===== config.mk =====
export PLATFORM = sky130hd
export DESIGN_NAME = mult_result_buffer
export DESIGN_NICKNAME = d
export VERILOG_FILES = /design/src/rtl/mult_result_buffer_pkg.sv /design/src/rtl/mult_result_fifo.sv /design/src/rtl/mult_result_buffer.sv
export SDC_FILE = /design/constraint.sdc
export NUM_CORES = 1
export LEC_CHECK = 0
export ABC_AREA = 1
export CORE_ASPECT_RATIO = 1.75
export CORE_MARGIN = 2
export CORE_UTILIZATION = 38
export CTS_BUF_LIST = sky130_fd_sc_hd__clkbuf_8
export DETAILED_ROUTE_END_ITERATION = 8
export GPL_TIMING_DRIVEN = 1
export PLACE_DENSITY_LB_ADDON = 0.2
export SLEW_MARGIN = 20
export SYNTH_ARGS = -nofsm -noshare
export SYNTH_HDL_FRONTEND = slang
export SYNTH_SLANG_ARGS = --single-unit

===== constraint.sdc =====
create_clock -name clk -period 4.2 [get_ports clk]
set_input_delay 0.84 -clock clk [delete_from_list [all_inputs] [get_ports clk]]
set_output_delay 0.84 -clock clk [all_outputs]
set_load 0.02 [all_outputs]

===== src/rtl/mult_result_buffer_pkg.sv =====
// Shared types and constants for the multiplier issue/collect buffer.
// Entry layout is sized by the package localparams; the top's parameters default to them.
package mult_result_buffer_pkg;

  localparam int PKG_W       = 16;
  localparam int PKG_TAG_W   = 4;
  localparam int PKG_DEPTH   = 8;
  localparam int PKG_LATENCY = 4;

  localparam int CNT_W  = $clog2(PKG_DEPTH + 1);
  localparam int PTR_W  = $clog2(PKG_DEPTH);
  localparam int PIPE_D = PKG_LATENCY + 1;

  typedef struct packed {
    logic [PKG_TAG_W-1:0] tag;
    logic [2*PKG_W-1:0]   product;
  } result_entry_t;

  // Wraps explicitly at last so non-power-of-two depths stay in range.
  function automatic logic [PTR_W-1:0] ptr_inc(input logic [PTR_W-1:0] ptr,
                                               input logic [PTR_W-1:0] last);
    if (ptr == last) return '0;
    return ptr + 1'b1;
  endfunction

endpackage


===== src/rtl/mult_result_fifo.sv =====
// Synchronous FIFO of result entries with occupancy count and a fall-through head.
// Storage is not reset; only pointers and count are, so the head is qualified by count.
module mult_result_fifo
  import mult_result_buffer_pkg::*;
#(
  parameter int DEPTH = PKG_DEPTH
) (
  input  logic                 clk,
  input  logic                 rst,
  input  logic                 push,
  input  result_entry_t        din,
  input  logic                 pop,
  output result_entry_t        head,
  output logic [CNT_W-1:0]     count
);

  localparam logic [PTR_W-1:0] LAST = PTR_W'(DEPTH - 1);

  result_entry_t    mem [DEPTH];
  logic [PTR_W-1:0] wr_ptr;
  logic [PTR_W-1:0] rd_ptr;

  always_ff @(posedge clk) begin
    if (push) mem[wr_ptr] <= din;
  end

  always_ff @(posedge clk) begin
    if (rst) begin
      wr_ptr <= '0;
      rd_ptr <= '0;
      count  <= '0;
    end else begin
      if (push) wr_ptr <= ptr_inc(wr_ptr, LAST);
      if (pop)  rd_ptr <= ptr_inc(rd_ptr, LAST);
      case ({push, pop})
        2'b10:   count <= count + 1'b1;
        2'b01:   count <= count - 1'b1;
        default: count <= count;
      endcase
    end
  end

  assign head = mem[rd_ptr];

endmodule


===== src/rtl/mult_result_buffer.sv =====
// Issue/collect controller around a fixed-latency, non-stallable multiplier.
// Optional upstream stall counter: define MULT_RESULT_BUFFER_STALL_CNT_EN.
//
// Handshakes: a transfer happens on an edge where valid && ready are both high;
// valid never depends on ready, and op_ready depends only on registered state.
module mult_result_buffer
  import mult_result_buffer_pkg::*;
#(
  parameter int W       = PKG_W,
  parameter int LATENCY = PKG_LATENCY,
  parameter int DEPTH   = PKG_DEPTH,
  parameter int TAG_W   = PKG_TAG_W
) (
  input  logic             clk,
  input  logic             rst,
  input  logic             op_valid,
  output logic             op_ready,
  input  logic [W-1:0]     op_a,
  input  logic [W-1:0]     op_b,
  input  logic [TAG_W-1:0] op_tag,
  output logic [W-1:0]     mul_a,
  output logic [W-1:0]     mul_b,
  input  logic [2*W-1:0]   mul_product,
  output logic             res_valid,
  input  logic             res_ready,
  output logic [2*W-1:0]   res_product,
  output logic [TAG_W-1:0] res_tag,
  output logic [31:0]      stall_cycles
);

  localparam int PD   = LATENCY + 1;
  localparam int IF_W = $clog2(PD + 1);

  logic             rst_q;
  logic [PD-1:0]    pipe_v;
  logic [TAG_W-1:0] pipe_tag [PD];
  logic [IF_W-1:0]  inflight;
  logic [15:0]      credits_used;
  logic             accept;
  logic             pop;
  result_entry_t    cap_entry;
  result_entry_t    head;
  logic [CNT_W-1:0] count;

  always_ff @(posedge clk) rst_q <= rst;

  // Every op in flight already owns a FIFO slot, so captures can never overflow.
  assign credits_used = 16'(count) + 16'(inflight);
  assign op_ready     = !rst_q && (credits_used < 16'(DEPTH));
  assign accept       = op_valid && op_ready;

  always_ff @(posedge clk) begin
    if (rst) begin
      mul_a  <= '0;
      mul_b  <= '0;
      pipe_v <= '0;
      for (int i = 0; i < PD; i++) pipe_tag[i] <= '0;
    end else begin
      if (accept) begin
        mul_a <= op_a;
        mul_b <= op_b;
      end
      pipe_v      <= {pipe_v[PD-2:0], accept};
      pipe_tag[0] <= op_tag;
      for (int i = 1; i < PD; i++) pipe_tag[i] <= pipe_tag[i-1];
    end
  end

  always_comb begin
    inflight = '0;
    for (int i = 0; i < PD; i++) inflight = inflight + IF_W'(pipe_v[i]);
  end

  assign cap_entry.tag     = pipe_tag[PD-1];
  assign cap_entry.product = mul_product;
  assign pop               = res_valid && res_ready;

  mult_result_fifo #(.DEPTH(DEPTH)) u_fifo (
    .clk   (clk),
    .rst   (rst),
    .push  (pipe_v[PD-1]),
    .din   (cap_entry),
    .pop   (pop),
    .head  (head),
    .count (count)
  );

  assign res_valid   = (count != '0);
  assign res_product = res_valid ? head.product : '0;
  assign res_tag     = res_valid ? head.tag : '0;

`ifdef MULT_RESULT_BUFFER_STALL_CNT_EN
  logic [31:0] stall_q;

  always_ff @(posedge clk) begin
    if (rst) begin
      stall_q <= '0;
    end else if (op_valid && !op_ready && (stall_q != 32'hFFFF_FFFF)) begin
      stall_q <= stall_q + 32'd1;
    end
  end

  assign stall_cycles = stall_q;
`else
  assign stall_cycles = '0;
`endif

endmodule

Where the registers sit:
Drawn at 2 px/um. Other sequential cells in the stronger gray, the rest of the logic in the fainter gray.
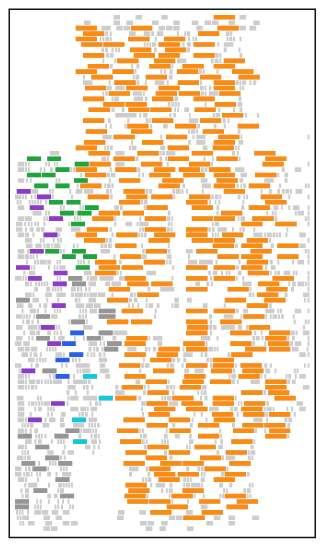
- green: `pipe_tag` (placed flops 20)
- orange: `u_fifo.mem` (placed flops 288)
- blue: `pipe_v` (placed flops 5)
- cyan: `u_fifo.count` (placed flops 4; where south-west)
- purple: `mul_b` (placed flops 16; where west)
sequential portion of the cell area: 0.5784
register cell area after layout: 0.01008 sq mm

Supply network:
Drawn at 2 px/um. Pins as bars on the die edge.
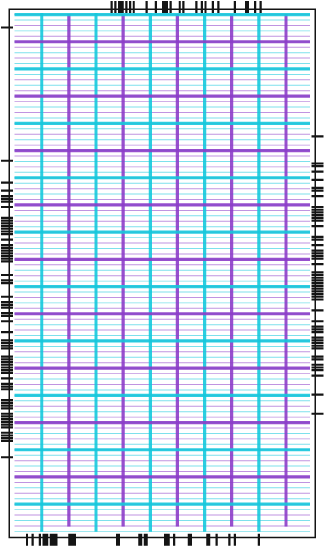
- purple: VDD
- cyan: VSS
- signal pins: 174
- met4 straps: 10
- met1 rails: 96
- met5 straps: 19
worst voltage drop across the vdd grid: 0.0003594 V
die outline height: 263.4 um
core region area: 0.03816 sq mm
die extent in x: 152.2 um

Cell classes on the final placement:
Drawn at 2 px/um. Fill, decap, tap and diode cells in gray.
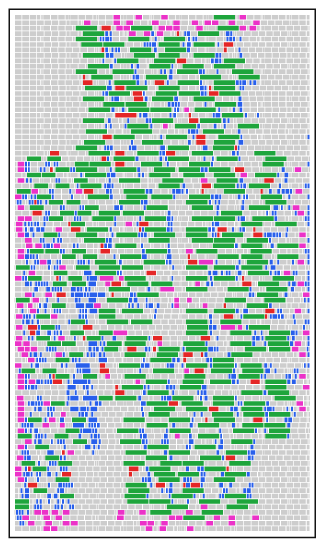
- green: registers (cells 359)
- blue: remaining logic cells (cells 904)
- magenta: remaining buffers and delay cells (cells 165)
- red: clock drivers and dummy loads (cells 92)
num rows: 95
Post-Route Utilization: 0.4567

Routing congestion map:
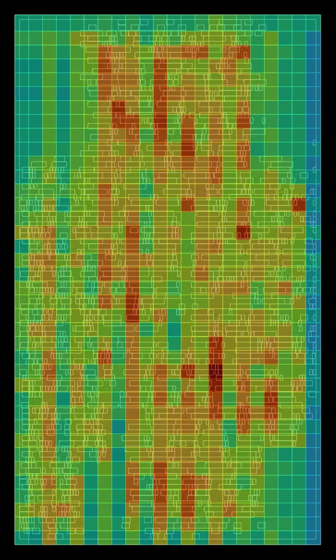
most used routing layer in global routing: met2
met3 usage in global routing: 0.03704
met1 Resource Use GR: 0.1778
met2 usage in global routing: 0.3134
gr usage total: 0.1641

Clock wires, drivers and flops:
Drawn at 3 px/um.
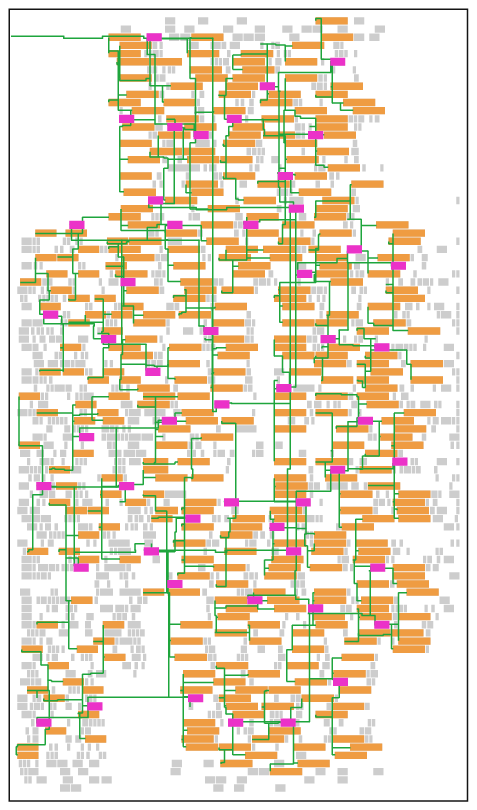
- orange: flip-flops (count 359)
- magenta: clock-net drivers (count 51)
- green: clock wires (length 4490 um)
- routed clock nets: 52
proportion of power drawn by the clock network: 0.239
power dissipated in the clock network: 2.55 mW
clk ins delay skew pair: 0.60 ns
final worst clock skew: 0.01730 ns

## stage by stage
| stage | cells | utilization | setup slack (ns) | hold slack [ns] | power [mW] |
|---|---|---|---|---|---|
| after floorplan | 1374 | - | 1.035 | 0.3883 | 6.597 |
| after global placement | 1912 | 0.4315 | 0.8500 | 0.3893 | 8.227 |
| after detailed placement | 1913 | 0.4320 | 0.8851 | 0.3924 | 8.269 |
| after CTS | 2005 | 0.4566 | 0.2059 | 0.4027 | 10.86 |
| after global routing | 2006 | 0.4567 | 0.1006 | 0.4124 | 11.37 |
| final | 2006 | 0.4567 | 0.2868 | 0.3970 | 10.67 |
## tightest hold or removal path, delay by kind of cell (launching register included)
kind / cells / cell delay (ns)
buffers and inverters: 1 / 0.04
DFF: 1 / 0.29
and+or+nand+nor: 1 / 0.03
==> impl_metrics.env <==
# physical design summary
export IMPL_internal_power_mw=6.703
export IMPL_synth_dominant_cell_count="sky130_fd_sc_hd__nor2_1"
export IMPL_tool_warnings=28
export IMPL_timing_max_cap_violations=0
export IMPL_ys_top_cells_by_area="sky130_fd_sc_hd__edfxtp_1, sky130_fd_sc_hd__dfxtp_1, sky130_fd_sc_hd__nor2_1, sky130_fd_sc_hd__o21ai_0, sky130_fd_sc_hd__inv_1"
export IMPL_run_status="finished clean"
export IMPL_port_buffers=141
export IMPL_signal_buffer_area_fraction=0.09492
export IMPL_clockBufferCount=54
export IMPL_largest_register_ff_count=288
export IMPL_hold_path_startpoint="pipe_tag[0][8]$_SDFF_PP0_"
export IMPL_max_area_cell_share=0.5919
export IMPL_totalWireLength_mm=33.15
export IMPL_antenna_violations_before_repair=2
export IMPL_path_cells="fa_1 -> inv_1 -> fa_1 -> inv_1 -> ha_1 -> nand3_1 -> nand2_1 -> nand2_1 -> and2_1 -> clkdlybuf4s50_1"
export IMPL_timing_hold_violations_final=0
export IMPL_compound_gate_fraction_of_synth_area=0.08854
export IMPL_seq_power_share=0.385
export IMPL_cts_inserted_buffers=51
export IMPL_grt_pass1_wl_mm=52.23
export IMPL_die_area_sq_mm=0.04010
Power is estimated from default activity; no workload was simulated.
